`src/rtl/decode_skid_stage.sv`:
```
// Decode stage with a two-entry (main + skid) output buffer of decoded instructions.
// Optional DECODE_TRAP_EN: invalid instructions raise except_valid instead of becoming a NOP.
module decode_skid_stage #(
    parameter int              ILEN      = 32,
    parameter int              XLEN      = 32,
    parameter logic [XLEN-1:0] PC_EXCEPT = XLEN'(32'h00002000)
) (
    input  logic            clk,
    input  logic            rst_n,
    input  logic            in_valid,
    output logic            in_ready,
    input  logic [ILEN-1:0] in_instr,
    input  logic [XLEN-1:0] in_pc,
    input  logic            flush,
    output logic            out_valid,
    input  logic            out_ready,
    output logic [ILEN-1:0] out_instr,
    output logic [XLEN-1:0] out_pc,
    output logic [2:0]      out_itype,
    output logic [4:0]      out_op,
    output logic [4:0]      out_rd,
    output logic [4:0]      out_rs1,
    output logic [4:0]      out_rs2,
    output logic [XLEN-1:0] out_imm
`ifdef DECODE_TRAP_EN
    ,
    output logic            except_valid,
    output logic [XLEN-1:0] except_pc
`endif
);

    localparam logic [2:0] IT_I = 3'd0, IT_R = 3'd1, IT_S = 3'd2, IT_B = 3'd3, IT_INV = 3'd4;
    localparam logic [4:0] OP_LW = 5'd0, OP_LB = 5'd1, OP_ADDI = 5'd2, OP_SUB = 5'd3, OP_ADD = 5'd4,
                           OP_MUL = 5'd5, OP_SW = 5'd6, OP_SB = 5'd7, OP_BEQ = 5'd8, OP_JUMP = 5'd9;

    typedef struct packed {
        logic [ILEN-1:0] instr;
        logic [XLEN-1:0] pc;
        logic [2:0]      itype;
        logic [4:0]      op;
        logic [4:0]      rd;
        logic [4:0]      rs1;
        logic [4:0]      rs2;
        logic [XLEN-1:0] imm;
`ifdef DECODE_TRAP_EN
        logic            trap;
`endif
    } entry_t;

    entry_t      dec, head, skid;
    logic [31:0] ir, imm32;
    logic        dec_ok;
    logic [1:0]  count, count_next;
    logic        push, pop;

    assign ir = in_instr[31:0];

    always_comb begin
        dec       = '0;
        dec.instr = in_instr;
        dec.pc    = in_pc;
        dec.rd    = ir[11:7];
        dec.rs1   = ir[19:15];
        dec.rs2   = ir[24:20];
        dec_ok    = 1'b1;
        imm32     = '0;
        case (ir[6:0])
            7'b0000011: begin
                dec.itype = IT_I;
                imm32     = {{20{ir[31]}}, ir[31:20]};
                if (ir[14:12] == 3'b010)      dec.op = OP_LW;
                else if (ir[14:12] == 3'b000) dec.op = OP_LB;
                else                          dec_ok = 1'b0;
            end
            7'b0010011: begin
                dec.itype = IT_I;
                dec.op    = OP_ADDI;
                imm32     = {{20{ir[31]}}, ir[31:20]};
                dec_ok    = (ir[14:12] == 3'b000);
            end
            7'b0110011: begin
                dec.itype = IT_R;
                if (ir[14:12] != 3'b000)          dec_ok = 1'b0;
                else if (ir[31:25] == 7'b0000000) dec.op = OP_ADD;
                else if (ir[31:25] == 7'b0100000) dec.op = OP_SUB;
                else if (ir[31:25] == 7'b0000001) dec.op = OP_MUL;
                else                              dec_ok = 1'b0;
            end
            7'b0100011: begin
                dec.itype = IT_S;
                imm32     = {{20{ir[31]}}, ir[31:25], ir[11:7]};
                if (ir[14:12] == 3'b010)      dec.op = OP_SW;
                else if (ir[14:12] == 3'b000) dec.op = OP_SB;
                else                          dec_ok = 1'b0;
            end
            7'b1100011: begin
                dec.itype = IT_B;
                dec.op    = OP_BEQ;
                imm32     = {{20{ir[31]}}, ir[7], ir[30:25], ir[11:8], 1'b0};
                dec_ok    = (ir[14:12] == 3'b000);
            end
            7'b1101111: begin
                dec.itype = IT_B;
                dec.op    = OP_JUMP;
                imm32     = {{12{ir[31]}}, ir[19:12], ir[20], ir[30:21], 1'b0};
            end
            default: dec_ok = 1'b0;
        endcase
        if (!dec_ok) begin
            imm32     = '0;
`ifdef DECODE_TRAP_EN
            dec.itype = IT_INV;
            dec.op    = OP_LW;
            dec.trap  = 1'b1;
`else
            // Unknown encodings are squashed to "addi x0, x0, 0".
            dec.instr = ILEN'(32'h00000013);
            dec.itype = IT_I;
            dec.op    = OP_ADDI;
            dec.rd    = '0;
            dec.rs1   = '0;
            dec.rs2   = '0;
`endif
        end
        dec.imm = XLEN'($signed(imm32));
    end

    // Handshake: a beat moves on a rising edge where valid && ready; in_ready is a
    // registered "fewer than two held" flag, so it never depends on out_ready.
    assign out_valid = (count != 2'd0);
    assign push      = in_valid && in_ready && !flush;
    assign pop       = out_valid && out_ready;

    always_comb begin
        count_next = count;
        if (flush)             count_next = 2'd0;
        else if (push && !pop) count_next = count + 2'd1;
        else if (pop && !push) count_next = count - 2'd1;
    end

    always_ff @(posedge clk or negedge rst_n) begin
        if (!rst_n) begin
            count    <= 2'd0;
            in_ready <= 1'b0;
            head     <= '0;
            skid     <= '0;
        end else begin
            count    <= count_next;
            in_ready <= (count_next != 2'd2);
            if (pop && count == 2'd2)             head <= skid;
            else if (push && (count == 2'd0 || pop)) head <= dec;
            if (push && !pop && count == 2'd1)    skid <= dec;
        end
    end

    assign out_instr = head.instr;
    assign out_pc    = head.pc;
    assign out_itype = head.itype;
    assign out_op    = head.op;
    assign out_rd    = head.rd;
    assign out_rs1   = head.rs1;
    assign out_rs2   = head.rs2;
    assign out_imm   = head.imm;

`ifdef DECODE_TRAP_EN
    assign except_valid = out_valid && head.trap && !flush;
    assign except_pc    = PC_EXCEPT;
`endif

endmodule
```
`config.mk`:
```
export PLATFORM = sky130hd
export DESIGN_NAME = decode_skid_stage
export DESIGN_NICKNAME = d
export VERILOG_FILES = /design/src/rtl/decode_skid_stage.sv
export SDC_FILE = /design/constraint.sdc
export NUM_CORES = 1
export LEC_CHECK = 0
export CELL_PAD_IN_SITES_DETAIL_PLACEMENT = 0
export CELL_PAD_IN_SITES_GLOBAL_PLACEMENT = 2
export CORE_ASPECT_RATIO = 0.5
export CORE_UTILIZATION = 33
export CTS_BUF_LIST = sky130_fd_sc_hd__clkbuf_4 sky130_fd_sc_hd__clkbuf_8 sky130_fd_sc_hd__clkbuf_16
export CTS_CLUSTER_DIAMETER = 60
export DETAILED_ROUTE_END_ITERATION = 8
export PLACE_DENSITY_LB_ADDON = 0.1
export SETUP_SLACK_MARGIN = 0.3
export SLEW_MARGIN = 20
export SYNTH_ARGS = -nofsm -noshare
export SYNTH_HDL_FRONTEND = slang
export SYNTH_SLANG_ARGS = --single-unit
```
`constraint.sdc`:
```
create_clock -name clk -period 5.4 [get_ports clk]
set_input_delay 1.08 -clock clk [delete_from_list [all_inputs] [get_ports clk]]
set_output_delay 1.08 -clock clk [all_outputs]
set_load 0.01 [all_outputs]
```
==> impl_results.html <==
<h2>Synthesis and place &amp; route</h2>
<table>
<tr><th>Metric</th><th>Value</th></tr>
<tr><th colspan="2">Finish</th></tr>
<tr><td>Filler cell count</td><td>2345</td></tr>
<tr><td>Register ranked first by flip-flop count</td><td>skid</td></tr>
<tr><td>Combined area of the multi-input logic cells</td><td>3040 um^2</td></tr>
<tr><td>Number of flip-flops under the largest register name</td><td>91</td></tr>
<tr><td>Register fraction of the total cell area</td><td>0.434</td></tr>
<tr><td>Multi-input gates</td><td>534</td></tr>
<tr><td>Flop count</td><td>185</td></tr>
<tr><th colspan="2">Synth</th></tr>
<tr><td>Dominant register cell</td><td>dfrtp_1</td></tr>
<tr><td>Count of mapped cells out of synthesis</td><td>807</td></tr>
<tr><td>Largest type area fraction</td><td>0.571</td></tr>
<tr><td>Yosys top cell by area</td><td>dfrtp_1</td></tr>
<tr><td>Share of synthesized area spent on multiplexers</td><td>0</td></tr>
<tr><td>AND/OR/NAND/NOR Cells, Area Fraction</td><td>0.157</td></tr>
<tr><td>Top cells by area in the synthesized netlist</td><td>dfrtp_1 57%, nand2_1 8.3%, nor2_1 3.6%, a22o_1 3.5%, o22ai_1 2.6%</td></tr>
<tr><td>Total cell area reported by yosys after synthesis</td><td>8110 um^2</td></tr>
<tr><th colspan="2">Floorplan</th></tr>
<tr><td>Die boundary height</td><td>113 um</td></tr>
<tr><td>Core footprint</td><td>24100 um^2</td></tr>
<tr><td>Chip footprint</td><td>25200 um^2</td></tr>
<tr><th colspan="2">Setup path</th></tr>
<tr><td>Top cell family by delay on the critical path</td><td>simple AND/OR/NAND/NOR gates</td></tr>
<tr><td>Element type at the critical path end</td><td>flop</td></tr>
<tr><td>Setup slack of the most critical reg-to-reg path</td><td>around 2700 ps</td></tr>
<tr><td>Crit path arrival time</td><td>between 3000 and 4000 ps</td></tr>
<tr><td>Critical setup path kind</td><td>in -&gt; reg</td></tr>
<tr><td>FF-to-FF path depth</td><td>7</td></tr>
<tr><td>Crit-path max cell delay</td><td>600 ps</td></tr>
<tr><td>End of the critical path</td><td>skid[18]</td></tr>
<tr><td>Critical-path cell with the highest stage delay</td><td>nand3_4</td></tr>
<tr><th colspan="2">Clock network</th></tr>
<tr><td>Maximum clock insertion buffer count</td><td>2</td></tr>
<tr><td>Clock sink count</td><td>185</td></tr>
<tr><td>Hold-fix buffer count after cts</td><td>0</td></tr>
<tr><td>Clk latency late pin</td><td>450 ps</td></tr>
<tr><td>Clock-pin slew on the worst setup and hold paths</td><td>around 70 ps</td></tr>
<tr><td>Total of cells resized after clock tree synthesis</td><td>0</td></tr>
<tr><td>Num CTS Buffers</td><td>17</td></tr>
<tr><td>H-tree depth</td><td>4</td></tr>
<tr><th colspan="2">Worst hold path</th></tr>
<tr><td>Hold worst-path end</td><td>skid[88]</td></tr>
<tr><td>Startpoint of the worst hold path</td><td>skid[88]</td></tr>
<tr><td>Type of the tightest min-delay check</td><td>reg -&gt; reg</td></tr>
<tr><td>Instance count along the most critical hold path</td><td>1</td></tr>
<tr><th colspan="2">Final timing</th></tr>
<tr><td>Min Hold Slack</td><td>~470 ps</td></tr>
<tr><td>Share of the clock period used by the worst path after layout</td><td>0.611</td></tr>
<tr><td>Final Setup Violations</td><td>0</td></tr>
<tr><td>Setup ws final</td><td>~2100 ps</td></tr>
<tr><td>Max frequency</td><td>0.303 GHz</td></tr>
<tr><td>Max Slew Vio Count</td><td>0</td></tr>
<tr><td>Number of hold violations in the final report</td><td>0</td></tr>
<tr><th colspan="2">Route</th></tr>
<tr><td>Met2 Routed Length</td><td>10.7 mm</td></tr>
<tr><td>Top Layer Used</td><td>met5</td></tr>
<tr><td>Remaining DRCs</td><td>1</td></tr>
<tr><td>Met1 WL</td><td>10.9 mm</td></tr>
<tr><td>Length of routed met3 wiring</td><td>~980 um</td></tr>
<tr><th colspan="2">Pwr</th></tr>
<tr><td>Peak VDD IR</td><td>between 0.15 and 0.2 mV</td></tr>
<tr><td>Comb pwr share</td><td>0.264</td></tr>
<tr><td>Sequential power share</td><td>0.433</td></tr>
<tr><td>Final Total Pwr</td><td>4230 uW</td></tr>
<tr><td>Sequential power</td><td>~1800 uW</td></tr>
<tr><td>Total power divided by cell area</td><td>397 nW/um^2</td></tr>
<tr><td>Internal power</td><td>2910 uW</td></tr>
<tr><th colspan="2">Placement</th></tr>
<tr><td>Number of I/O port buffers</td><td>187</td></tr>
<tr><td>Final RePlAce weighted congestion</td><td>0.758</td></tr>
<tr><th colspan="2">Status</th></tr>
<tr><td>Violated checks</td><td>DRC</td></tr>
<tr><td>Result of the run</td><td>finished, violations left</td></tr>
<tr><th colspan="2">GRT</th></tr>
<tr><td>Aggregate global routing overflow</td><td>0</td></tr>
<tr><td>Number of antenna violations at the first check in global routing</td><td>1</td></tr>
</table>
### Signal wires on met1

Cells faint in the background.
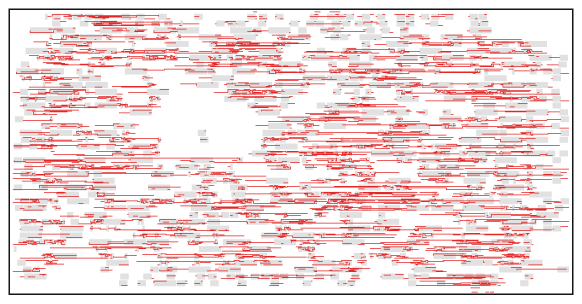
- main direction: horizontal
- wire length on this layer: 10900 um
- nets with wire on the layer: 907

### Signal wires on met2

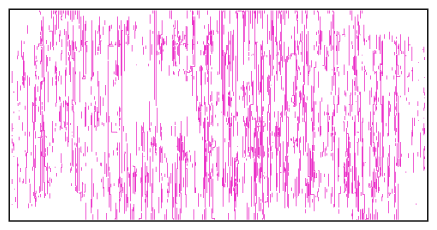
- nets with wire on the layer: 847
- main direction: vertical
GR Util met2: 0.295
routed via count: 6444

### The metal 3 layer

Cells faint in the background.
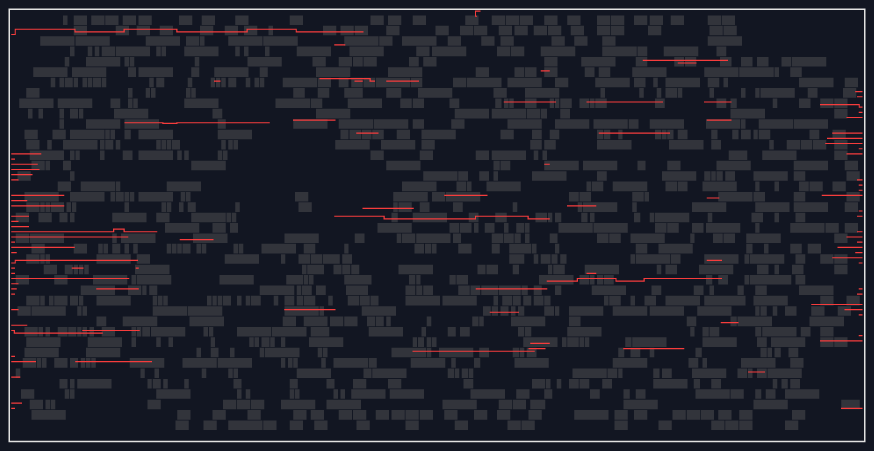
- wire length on this layer: 977 um
- main direction: horizontal
- longest straight run: 32.0 um
- share of all routed wire: 4.3%
Routed Wire Length: 22.9 mm
M3 GR Usage: 0.0436

### The metal 4 layer

Bar = 50 um. Cells faint in the background.
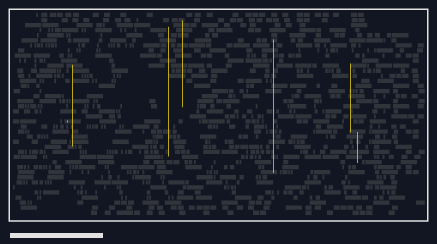
- longest straight run: 71.4 um
- wire length on this layer: 284 um
- nets with wire on the layer: 3
- share of all routed wire: 1.2%

### Congestion heat map

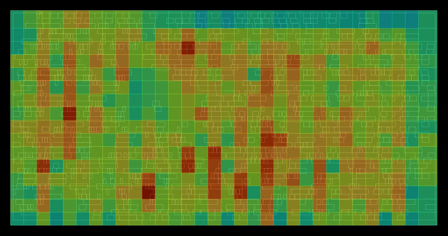
drt wl/cell: 17.7 um
post-route core utilization: 0.443
global-route layer with the greatest usage: met2
global routing met1 resource utilization: 0.260

No activity file was given, so power comes from the tool's default toggle rates.
